===== src/rtl/bcd_pkg.sv =====
// rtl/bcd_pkg.sv - shared types and constants for the serial BCD to binary converter
package bcd_pkg;

    typedef enum logic [1:0] {
        IDLE = 2'd0,
        CONV = 2'd1,
        FIN  = 2'd2
    } bcd_state_t;

    localparam int BCD_MAX_DIGIT = 9;
    localparam int NIBBLE_W      = 4;

endpackage


===== src/rtl/bcd_digito_mac.sv =====
// rtl/bcd_digito_mac.sv - one decimal step: acc_out = acc_in*10 + digit, flags invalid digit
// Ports: acc_in (ACC_W) running accumulator, digit (4) incoming BCD nibble,
//        acc_out (ACC_W) updated accumulator, invalid high when digit > 9.
module bcd_digito_mac
    import bcd_pkg::*;
#(
    parameter int ACC_W = 18
) (
    input  logic [ACC_W-1:0]    acc_in,
    input  logic [NIBBLE_W-1:0] digit,
    output logic [ACC_W-1:0]    acc_out,
    output logic                invalid
);

    // x*10 = x*8 + x*2, so no multiplier is inferred.
    assign acc_out = (acc_in << 3) + (acc_in << 1) + {{(ACC_W-NIBBLE_W){1'b0}}, digit};
    assign invalid = (digit > NIBBLE_W'(BCD_MAX_DIGIT));

endmodule


===== src/rtl/bcd_a_binario_serial.sv =====
// rtl/bcd_a_binario_serial.sv - packed BCD to unsigned binary, one digit per clock, MSB first
// Ports: clk, rst_n (async active-low), start request pulse, bcd_in packed BCD word
//        (bits [3:0] least significant digit), busy, done single-cycle pulse,
//        binario result (held until next done), error (any nibble > 9 in last word).
module bcd_a_binario_serial
    import bcd_pkg::*;
#(
    parameter int DIGITS = 4,
    parameter int BIN_W  = 14
) (
    input  logic                         clk,
    input  logic                         rst_n,
    input  logic                         start,
    input  logic [NIBBLE_W*DIGITS-1:0]   bcd_in,
    output logic                         busy,
    output logic                         done,
    output logic [BIN_W-1:0]             binario,
    output logic                         error
);

    localparam int SR_W  = NIBBLE_W * DIGITS;
    // Four spare bits keep the *10 step from wrapping before truncation.
    localparam int ACC_W = BIN_W + 4;
    localparam int CNT_W = (DIGITS > 1) ? $clog2(DIGITS) : 1;

    bcd_state_t          state;
    logic [SR_W-1:0]     shift_reg;
    logic [ACC_W-1:0]    acc;
    logic [CNT_W-1:0]    digit_cnt;
    logic                err_flag;

    logic [ACC_W-1:0]    acc_next;
    logic                digit_invalid;

    bcd_digito_mac #(
        .ACC_W (ACC_W)
    ) u_mac (
        .acc_in  (acc),
        .digit   (shift_reg[SR_W-1 -: NIBBLE_W]),
        .acc_out (acc_next),
        .invalid (digit_invalid)
    );

    always_ff @(posedge clk or negedge rst_n) begin
        if (!rst_n) begin
            state     <= IDLE;
            shift_reg <= '0;
            acc       <= '0;
            digit_cnt <= '0;
            err_flag  <= 1'b0;
            busy      <= 1'b0;
            done      <= 1'b0;
            binario   <= '0;
            error     <= 1'b0;
        end else begin
            case (state)
                IDLE: begin
                    done <= 1'b0;
                    busy <= 1'b0;
                    if (start) begin
                        shift_reg <= bcd_in;
                        acc       <= '0;
                        digit_cnt <= CNT_W'(DIGITS - 1);
                        err_flag  <= 1'b0;
                        busy      <= 1'b1;
                        state     <= CONV;
                    end
                end
                CONV: begin
                    acc       <= acc_next;
                    shift_reg <= shift_reg << NIBBLE_W;
                    err_flag  <= err_flag | digit_invalid;
                    if (digit_cnt == '0) begin
                        // Results are registered here so they are valid during FIN,
                        // the cycle in which done is high.
                        done    <= 1'b1;
                        error   <= err_flag | digit_invalid;
                        binario <= (err_flag | digit_invalid) ? '0 : acc_next[BIN_W-1:0];
                        state   <= FIN;
                    end else begin
                        digit_cnt <= digit_cnt - 1'b1;
                    end
                end
                FIN: begin
                    done  <= 1'b0;
                    busy  <= 1'b0;
                    state <= IDLE;
                end
                default: begin
                    done  <= 1'b0;
                    busy  <= 1'b0;
                    state <= IDLE;
                end
            endcase
        end
    end

endmodule


===== config.mk =====
export PLATFORM = sky130hd
export DESIGN_NAME = bcd_a_binario_serial
export DESIGN_NICKNAME = d
export VERILOG_FILES = /design/src/rtl/bcd_pkg.sv /design/src/rtl/bcd_digito_mac.sv /design/src/rtl/bcd_a_binario_serial.sv
export SDC_FILE = /design/constraint.sdc
export NUM_CORES = 1
export LEC_CHECK = 0
export ABC_AREA = 1
export CORE_MARGIN = 10
export CORE_UTILIZATION = 30
export CTS_CLUSTER_SIZE = 40
export DETAILED_ROUTE_END_ITERATION = 8
export RECOVER_POWER = 100
export SLEW_MARGIN = 20
export SYNTH_ARGS = -nofsm -noshare
export SYNTH_HDL_FRONTEND = slang
export SYNTH_HIERARCHICAL = 1
export SYNTH_SLANG_ARGS = --single-unit

===== constraint.sdc =====
create_clock -name clk -period 2.3 [get_ports clk]
set_input_delay 0.23 -clock clk [delete_from_list [all_inputs] [get_ports clk]]
set_output_delay 0.23 -clock clk [all_outputs]
set_load 0.005 [all_outputs]

==> ci_impl_report.md <==
## PnR job results

| Metric | Value |
|---|---|
| Status | completed |
| Setup crit start kind | register |
| Top cells excl fill/tap | 133 x nand2_1, 60 x inv_1, 60 x nand3_1 |
| Core area | about 10000 µm² |
| DIE WIDTH | 122 µm |
| Final Hold Fails | 0 |
| DRT iter0 DRCs | around 110 |
| Crit path cell chain | inv_2 > fa_1 > inv_2 > ha_4 > nand3_4 > nand3_4 > nand2_2 > nand2_2 > xor2_1 > nand2_1 > o21ai_1 |
| Mapped Cells | 415 |
| Clock network area share | under 10% |
| Row count | 37 |
| Largest stage delay, worst path | around 0.60 ns |
| HPWL Detailed | roughly 5100 µm |
| Core Util at FP | 30.5% |
| First-pass GRT wire length | 12100 µm |
| DRT antenna net count | 0 |
| Clk pin slew, worst setup/hold paths | 0.09 ns |
| H-tree depth | 2 |
| CTS max path bufs | 2 |
| Slowest CP cell | fa_1 |
| Reg-to-Reg End | binario[9] |
| Final core occ | 37.0% |
| Leading cell kind | combinational gates |
| Storage cell area | 1280 µm² |
| OpenROAD warnings | 29 |
| Pre-CTS WS | -0.0344 ns |
| Hold slack | 0.343 ns |
| CP delay by family, top | adder cells |
| IO Pins | 36 |
| Worst r2r path cells | 11 |
| Final Cell Area | 3780 µm² |
| Routed WL per cell | about 12 µm |
| Share of cells above drive strength 1 | 10.4% |
| Sequential cell area share | 33.7% |
| Area after DPL | between 3000 and 4000 µm² |
| Total CTS buffers | 5 |
| Non-clock buffers | 45 |
| Placed instance count | 575 |
| Final worst slack | 0.106 ns |
| Kind of critical path | register to register |
| Comb area share | a little over two fifths |
| Slew margin rel. | around 36% |
| Syn avg cell area | 7.52 µm² |
| Latency at later pin | 0.31 ns |
| Fin. max-slew vios | 0 |
| CP endpoint | binario[9] |
| Non-Filler Instances | 586 |
| Clock Tree Root | clkbuf_8 |
| CP startpoint | acc[0] |
| # diodes | 0 |
| Fmax | between 0.4 and 0.5 GHz |
| RSZ-0062 raised after global routing | true |
| Crit path DRT | 2.53 ns |
| Worst Path Arrival | 2.42 ns |
| Commonest Layout Cell | nand2_1 |
| Full die area | 14900 µm² |
| Synth Net Count | around 460 |
| P&R area growth vs syn | 21.3% |
| DR DRC count | 0 |
| Post-synth design cell area | 3120 µm² |
| CP endpoint kind | register |
| Total grt overflow | 0 |
| Critical path fanouts, max | 3 |
| Number of global-route vias before repair | 2671 |
| Clock buffer count | 6 |
| Die H | 122 µm |
| RePlAce Congestion | ~0.89 |
| Registers | slightly above 50 |
| CTS tree | done |
| Final setup fails | 0 |
| Synth warn | 6 |
| Total GRT Usage | around 9.7% |
| Comb gates | between 200 and 300 |
| Clock Skew | 0.0113 ns |
| Initial antenna violation count | 0 |
| Reg2Reg Setup Slack | 0.11 ns |
| Sink Count | 51 |
| Drt pass-1 iters | 4 |
| Largest register FFs | 16 |
| DR vias | 2597 |
| WP buf/inv | 2 |
power by group:
part | leakage [nW] | switching, mW | total, mW | internal [mW]
sequential | 0.645 | 0.253 | 1.55 | 1.30
combinational | 1.39 | 2.21 | 3.66 | 1.45
clock | 0.0412 | 0.302 | 0.516 | 0.213
total | 2.07 | 2.76 | 5.72 | 2.96
per-layer routing:
metal,global-route usage (%),share of wire (%)
met5,0,0
met4,2.16,0.67
met3,2.91,5.3
met2,15.7,45
met1,12.4,49
repair_timing:
item,in CTS,in global routing
endpoints found under the setup margin,3,11
resized,3,21
gates cloned,0,0
buffers inserted,1,1
pin swaps,2,10
hold endpoints to repair,5,0
hold buffers,1,0
==> images/layers.png <==
Two of the layers only.
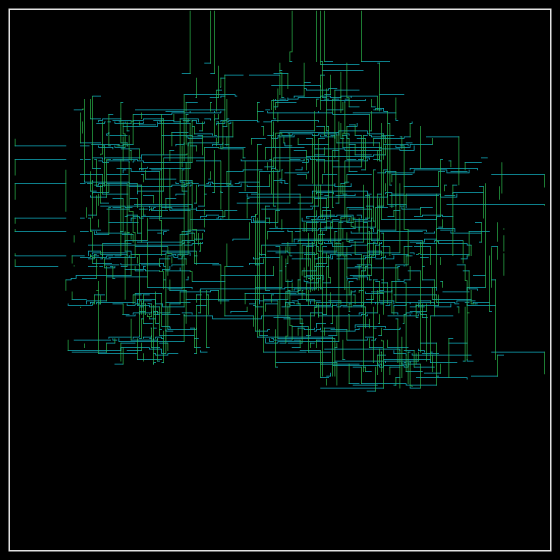
- cyan: M1 (wire length 3390 µm)
- green: M2 (wire length 3110 µm)

==> images/gates.png <==
Scale bar: 20 µm.
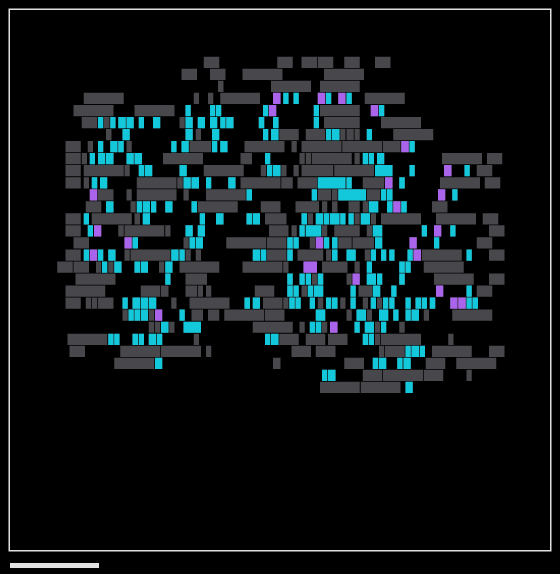
- cyan: nand cells (cells 209; most used nand2_1)
- purple: aoi and oai cells (cells 25; most used o21ai_0)

==> images/ff_map.png <==
Scale bar: 20 µm. Other sequential cells in the stronger grey, the rest of the logic in the fainter grey.
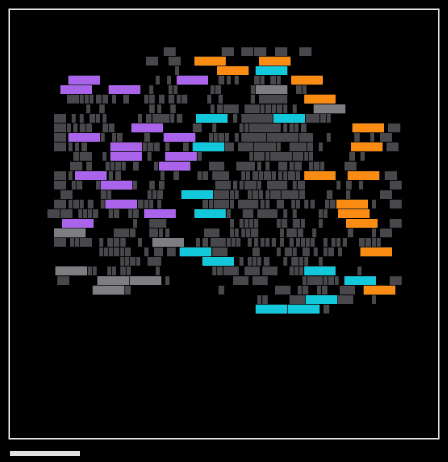
- purple: `shift_reg` (sequential cells 16)
- cyan: `acc` (sequential cells 13)
- orange: `binario` (sequential cells 14)
- not coloured: 8

==> images/pinout.png <==
Pins as bars across the die edge, other pins in grey.
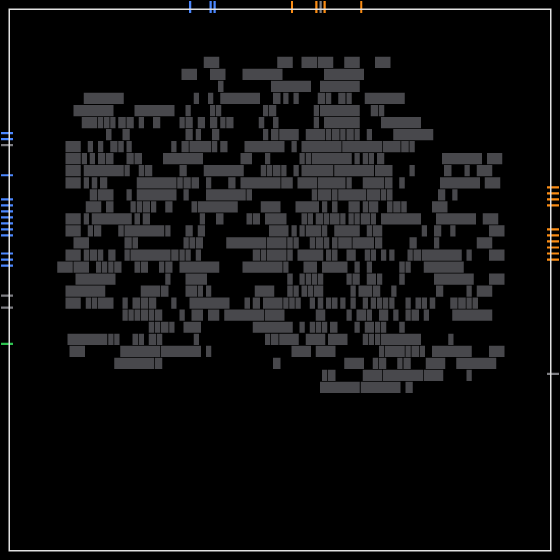
- green: `busy` (pins 1; direction output; edge left)
- orange: `binario` (pins 14; direction output; edge 10 right, 4 top)
- blue: `bcd_in` (pins 16; direction input; edge 13 left, 3 top)
- all pins by edge: 17 left, 11 right, 8 top

Power and IR drop assume default switching activity.
